[src/rtl/overture_pkg.sv]
// Shared types for the OVERTURE sequencer: opcode classes, ALU ops,
// condition codes, IO index and sequencer state.
package overture_pkg;

    localparam logic [2:0] IO_INDEX  = 3'd6;
    localparam logic [2:0] BAD_INDEX = 3'd7;

    typedef enum logic [1:0] {
        CLS_IMM  = 2'b00,
        CLS_CALC = 2'b01,
        CLS_COPY = 2'b10,
        CLS_COND = 2'b11
    } op_class_e;

    typedef enum logic [2:0] {
        ALU_OR   = 3'd0,
        ALU_NAND = 3'd1,
        ALU_NOR  = 3'd2,
        ALU_AND  = 3'd3,
        ALU_ADD  = 3'd4,
        ALU_SUB  = 3'd5
    } alu_op_e;

    typedef enum logic [2:0] {
        CC_NEVER  = 3'd0,
        CC_EQ     = 3'd1,
        CC_LT     = 3'd2,
        CC_LE     = 3'd3,
        CC_ALWAYS = 3'd4,
        CC_NE     = 3'd5,
        CC_GE     = 3'd6,
        CC_GT     = 3'd7
    } cond_e;

    typedef enum logic {
        ST_FETCH = 1'b0,
        ST_EXEC  = 1'b1
    } seq_state_e;

    function automatic logic alu_op_legal(input logic [2:0] op);
        return op <= 3'(ALU_SUB);
    endfunction

endpackage

[src/rtl/overture_cond_eval.sv]
// Jump condition evaluator: compares a signed value against zero per cond code.
module overture_cond_eval
    import overture_pkg::*;
#(
    parameter int DATA_WIDTH = 8
) (
    input  logic [2:0]            cond,
    input  logic [DATA_WIDTH-1:0] value,
    output logic                  taken
);

    logic zero;
    logic neg;

    assign zero = (value == '0);
    assign neg  = value[DATA_WIDTH-1];

    always_comb begin
        taken = 1'b0;
        case (cond_e'(cond))
            CC_NEVER:  taken = 1'b0;
            CC_EQ:     taken = zero;
            CC_LT:     taken = neg;
            CC_LE:     taken = neg | zero;
            CC_ALWAYS: taken = 1'b1;
            CC_NE:     taken = ~zero;
            CC_GE:     taken = ~neg;
            CC_GT:     taken = ~neg & ~zero;
            default:   taken = 1'b0;
        endcase
    end

endmodule

[src/rtl/overture_seq.sv]
// OVERTURE instruction sequencer: two-state fetch/exec machine that owns the
// pc and drives datapath strobes decoded combinationally from the held ir.
module overture_seq
    import overture_pkg::*;
#(
    parameter int PC_WIDTH   = 8,
    parameter int DATA_WIDTH = 8
) (
    input  logic                  clk,
    input  logic                  rst,
    output logic                  imem_req,
    output logic [PC_WIDTH-1:0]   imem_addr,
    input  logic                  imem_ack,
    input  logic [DATA_WIDTH-1:0] imem_rdata,
    input  logic [DATA_WIDTH-1:0] reg0_val,
    input  logic [DATA_WIDTH-1:0] reg3_val,
    output logic [5:0]            imm_val,
    output logic                  imm_we,
    output logic [2:0]            alu_op,
    output logic                  alu_we,
    output logic [2:0]            cp_src,
    output logic [2:0]            cp_dst,
    output logic                  cp_we,
    input  logic                  in_valid,
    output logic                  in_ready,
    output logic                  out_valid,
    input  logic                  out_ready,
    output logic                  illegal,
    output logic                  retire,
    output logic [PC_WIDTH-1:0]   pc
);

    seq_state_e            state;
    logic [DATA_WIDTH-1:0] ir;
    op_class_e             cls;
    logic [2:0]            src;
    logic [2:0]            dst;
    logic                  cp_bad;
    logic                  need_in;
    logic                  need_out;
    logic                  cond_taken;
    logic                  done;
    logic                  jump;

    assign cls      = op_class_e'(ir[7:6]);
    assign src      = ir[5:3];
    assign dst      = ir[2:0];
    assign cp_bad   = (src == BAD_INDEX) || (dst == BAD_INDEX);
    assign need_in  = (src == IO_INDEX);
    assign need_out = (dst == IO_INDEX);

    // Gated by rst so an in-flight request drops as soon as reset is asserted.
    assign imem_req  = (state == ST_FETCH) && rst;
    assign imem_addr = pc;

    overture_cond_eval #(.DATA_WIDTH(DATA_WIDTH)) u_cond (
        .cond  (ir[2:0]),
        .value (reg3_val),
        .taken (cond_taken)
    );

    always_comb begin
        imm_val   = '0;
        imm_we    = 1'b0;
        alu_op    = '0;
        alu_we    = 1'b0;
        cp_src    = '0;
        cp_dst    = '0;
        cp_we     = 1'b0;
        in_ready  = 1'b0;
        out_valid = 1'b0;
        illegal   = 1'b0;
        done      = 1'b0;
        jump      = 1'b0;
        if (state == ST_EXEC) begin
            case (cls)
                CLS_IMM: begin
                    imm_val = ir[5:0];
                    imm_we  = 1'b1;
                    done    = 1'b1;
                end
                CLS_CALC: begin
                    alu_op  = ir[2:0];
                    alu_we  = alu_op_legal(ir[2:0]);
                    illegal = ~alu_op_legal(ir[2:0]);
                    done    = 1'b1;
                end
                CLS_COPY: begin
                    cp_src = src;
                    cp_dst = dst;
                    if (cp_bad) begin
                        illegal = 1'b1;
                        done    = 1'b1;
                    end else begin
                        // IO-to-IO copy only hands off when both ends are ready.
                        in_ready  = need_in  && (!need_out || out_ready);
                        out_valid = need_out && (!need_in  || in_valid);
                        cp_we     = (!need_in || in_valid) && (!need_out || out_ready);
                        done      = cp_we;
                    end
                end
                CLS_COND: begin
                    jump = cond_taken;
                    done = 1'b1;
                end
                default: done = 1'b1;
            endcase
        end
        retire = done;
    end

    always_ff @(posedge clk) begin
        if (!rst) begin
            state <= ST_FETCH;
            pc    <= '0;
            ir    <= '0;
        end else begin
            case (state)
                ST_FETCH: begin
                    if (imem_ack) begin
                        ir    <= imem_rdata;
                        state <= ST_EXEC;
                    end
                end
                ST_EXEC: begin
                    if (done) begin
                        pc    <= jump ? PC_WIDTH'(reg0_val) : pc + PC_WIDTH'(1);
                        state <= ST_FETCH;
                    end
                end
                default: state <= ST_FETCH;
            endcase
        end
    end

endmodule

[config.mk]
export PLATFORM = sky130hd
export DESIGN_NAME = overture_seq
export DESIGN_NICKNAME = d
export VERILOG_FILES = /design/src/rtl/overture_pkg.sv /design/src/rtl/overture_cond_eval.sv /design/src/rtl/overture_seq.sv
export SDC_FILE = /design/constraint.sdc
export NUM_CORES = 1
export LEC_CHECK = 0
export CAP_MARGIN = 10
export CORE_MARGIN = 1.5
export CORE_UTILIZATION = 42
export CTS_CLUSTER_SIZE = 14
export DETAILED_ROUTE_END_ITERATION = 8
export GPL_TIMING_DRIVEN = 0
export PLACE_DENSITY = 0.85
export SYNTH_ARGS = -nofsm -noshare
export SYNTH_HDL_FRONTEND = slang
export SYNTH_SLANG_ARGS = --single-unit
[constraint.sdc]
create_clock -name clk -period 2.8 [get_ports clk]
set_input_delay 0.42 -clock clk [delete_from_list [all_inputs] [get_ports clk]]
set_output_delay 0.42 -clock clk [all_outputs]
set_load 0.02 [all_outputs]
==> images/gates.png <==
The bar under the picture is 20 um long.
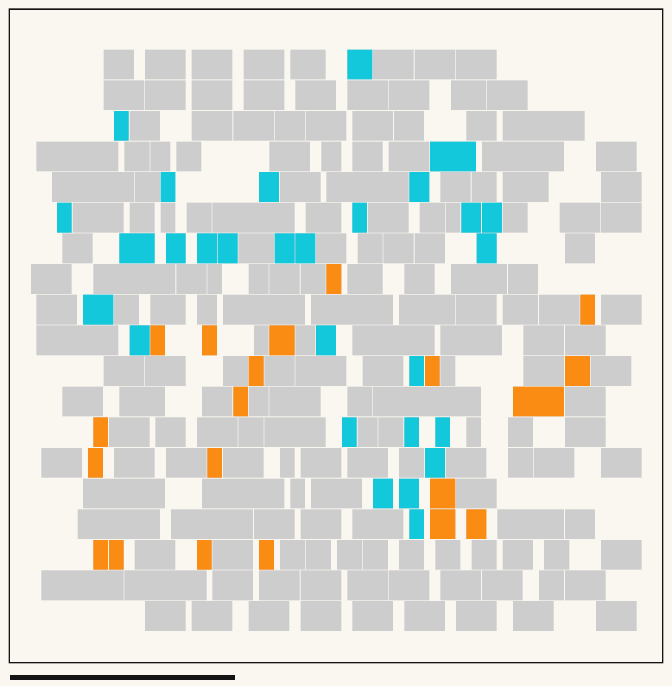
nand cells -> cyan  # cells 28, most used nand3_1
nor cells -> orange  # cells 20, most used nor2_1

==> images/util_map.png <==
The die is cut into 12 by 12 equal tiles; dark blue is low, red is high, 0 to 100% covered.
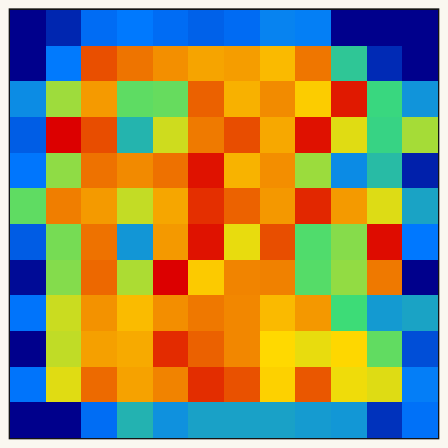
densest ninth of the die = middle
fullest tile = 100%
mean over tiles = 59%
nearly empty tiles = 6.9%
tiles over 75% full = 45%
floorplan core density: 0.451
Core Footprint: 0.00281 sq mm

==> deck_impl_summary.md <==
Implementation Results

Drt
  • Top layer in use: met4
  • Number of remaining DRC errors: 7
  • M1 WL: 1.60 mm
  • Met3 wire len: 281 um
  • Routed Antenna Nets: 0
  • Vias per std cell: 5.54
  • DR WL/cell: 15.3 um
  • Routed wl met2: 1.98 mm
  • Via count: 1406
  • DR pass1 iterations: 6
  • Initial DRC count: 49

Cells and area
  • Combinational gates: 114
  • Non-filler cells, final: 254
  • Flop share of the area: 0.170
  • Top cell excl fill/tap: clkdlybuf4s50_1
  • Repair and plain buffers: 83
  • Layout clock area frac: 0.0150
  • Fillcell total: 225
  • ANT cells: 0
  • Top cell category: non-clock buffers
  • Comb/total area: 0.390
  • Data buffer area share: 0.397
  • Clkbuf count: 3
  • Register Area: 340 sq um
  • Signal inverters: 5
  • Share of post-route cells with drive strength above 1: 0.130
  • Fin area: 0.00201 sq mm
  • Most frequent logic cells in the routed design: 66 x clkdlybuf4s50_1, 17 x dfxtp_1, 15 x nand3_1

CTS
  • H-Tree Depth: 1
  • CTS tree: done
  • Clk sinks: 17
  • CTS Buf Count: 3
  • Late-Pin Clk Latency: 0.31 ns
  • Clock slew at reported path FFs: 0.10 ns
  • Cts repair resizes: 1
  • CTS Buffer Depth: 2
  • CTS root buf: clkbuf_4

Placed design
  • Hpwl dp: 3.03 mm
  • Cell Count Post-Placement: 250
  • Setup WS pre-CTS: -0.0933 ns
  • Placement Cell Area: 0.00197 sq mm
  • GP Congestion: 0.848

Synthesis
  • Ys flops: 17
  • Synth Instances: 152
  • Number of enable flip-flop cells: 0
  • Dominant cell area share: 0.269
  • Yosys adder share: 0.0495
  • Synth area leader: dfxtp_1
  • Top area cells in the synthesized netlist: dfxtp_1 27%, and3_1 6.4%, mux2i_1 6.3%, nand3_1 5.9%, ha_1 4.9%
  • Synth Seq Share: 0.269
  • Yosys cell count: 152
  • Synth warnings: 0
  • Synth mux share: 0.0752
  • Synth Cell Area: 0.00126 sq mm
  • XORs/XNORs by Area: 0
  • Ys flop type: dfxtp_1
  • Ys async rst share: 0
  • Synth top cells by count: 17 x dfxtp_1, 15 x nand3_1, 14 x nor2_1
  • Top logic family: simple AND/OR/NAND/NOR gates
  • Most common cell in the netlist: dfxtp_1
  • Synthesized area per cell: 8.32 sq um
  • Simple Share, Synth: 0.352
  • Yosys cell types: 39

Power
  • P per Cell Area: 290 mW/mm^2
  • Clock Power Share: 0.245
  • Comb power: 169 uW
  • Pint: 400 uW
  • Reg power frac: 0.464
  • Worst ir drop on vdd: 0.231 mV
  • Pwr top: registers
  • Clk pwr: 142 uW
  • NetSw: 181 uW
  • Comb pwr share: 0.291
  • Seq pwr: 270 uW

Status
  • Failing checks: design-rule violations
  • Outcome: complete, but fails checks

Timing
  • Fin crit share: 0.959
  • Least-Margin Pin Slew: 0.571 ns
  • Final min period: 2.68 ns
  • RSZ-0062 raised after global routing: no
  • Minimum hold slack: 0.543 ns
  • Final setup margin: 0.116 ns
  • Pins over their slew limit: 0
  • Final Skew: 0.00751 ns
  • Slew HR: 0.619
  • Final setup violation count: 0
  • Fmax: 373 MHz
  • Sum Neg Setup Slack: 0 ns
  • Final hold vios: 0

Floorplan
  • Ports: 68
  • Std cell rows: 19
  • Die X: 57.9 um
  • Die area: 0.00335 sq mm

Run
  • Max cap viols: 0
  • Tool warnings: 29

GRT
  • Largest net degree at the start of global routing: 12
  • Initial antenna violation count: 0
  • GR Overflow Total: 0
  • Global-route wire length before repair: 6.05 mm
  • Met2 GRT Util: 0.401
  • Grt met1 use: 0.284
  • Number of global-route vias before repair: 1348

Hold path
  • Min-delay src: imem_addr[7]$_SDFFE_PN0P_
  • Hold path cells: 2
  • Hold Path Sink: imem_addr[7]$_SDFFE_PN0P_
  • Hold Path Class: flop to flop

Setup path
  • Critical Path AT: 2.26 ns
  • CP startpoint kind: input port
  • Critical path required time: 2.38 ns
  • R2R setup slack: 0.77 ns
  • FF-to-FF path depth: 6
  • Crit Path Category: input port to primary output
  • Crit end category: primary output
  • CP endpoint: retire
  • Biggest fanout along the worst timing path: 10
  • Crit-path max cell delay: 0.40 ns
  • Crit path buffers/inverters: 4
  • CP max stage cell: clkdlybuf4s50_1
  • Worst Setup SP: out_ready
  • Reg2reg start: ir[0]$_SDFFE_PN0P_
  • Cell Chain, Critical Path: clkdlybuf4s50_1 -> and4bb_4 -> o2111ai_4 -> nand2_4 -> buf_6 -> clkinv_1 -> dlygate4sd2_1
==> images/congestion_map.png <==
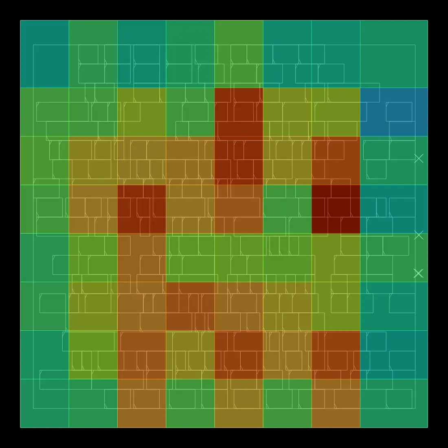
met3 Resource Use GR: 0.0469
global routing's busiest layer: met2
Final Util: 0.715
Tot GR Track Use: 0.229

No activity file was given, so power comes from the tool's default toggle rates.
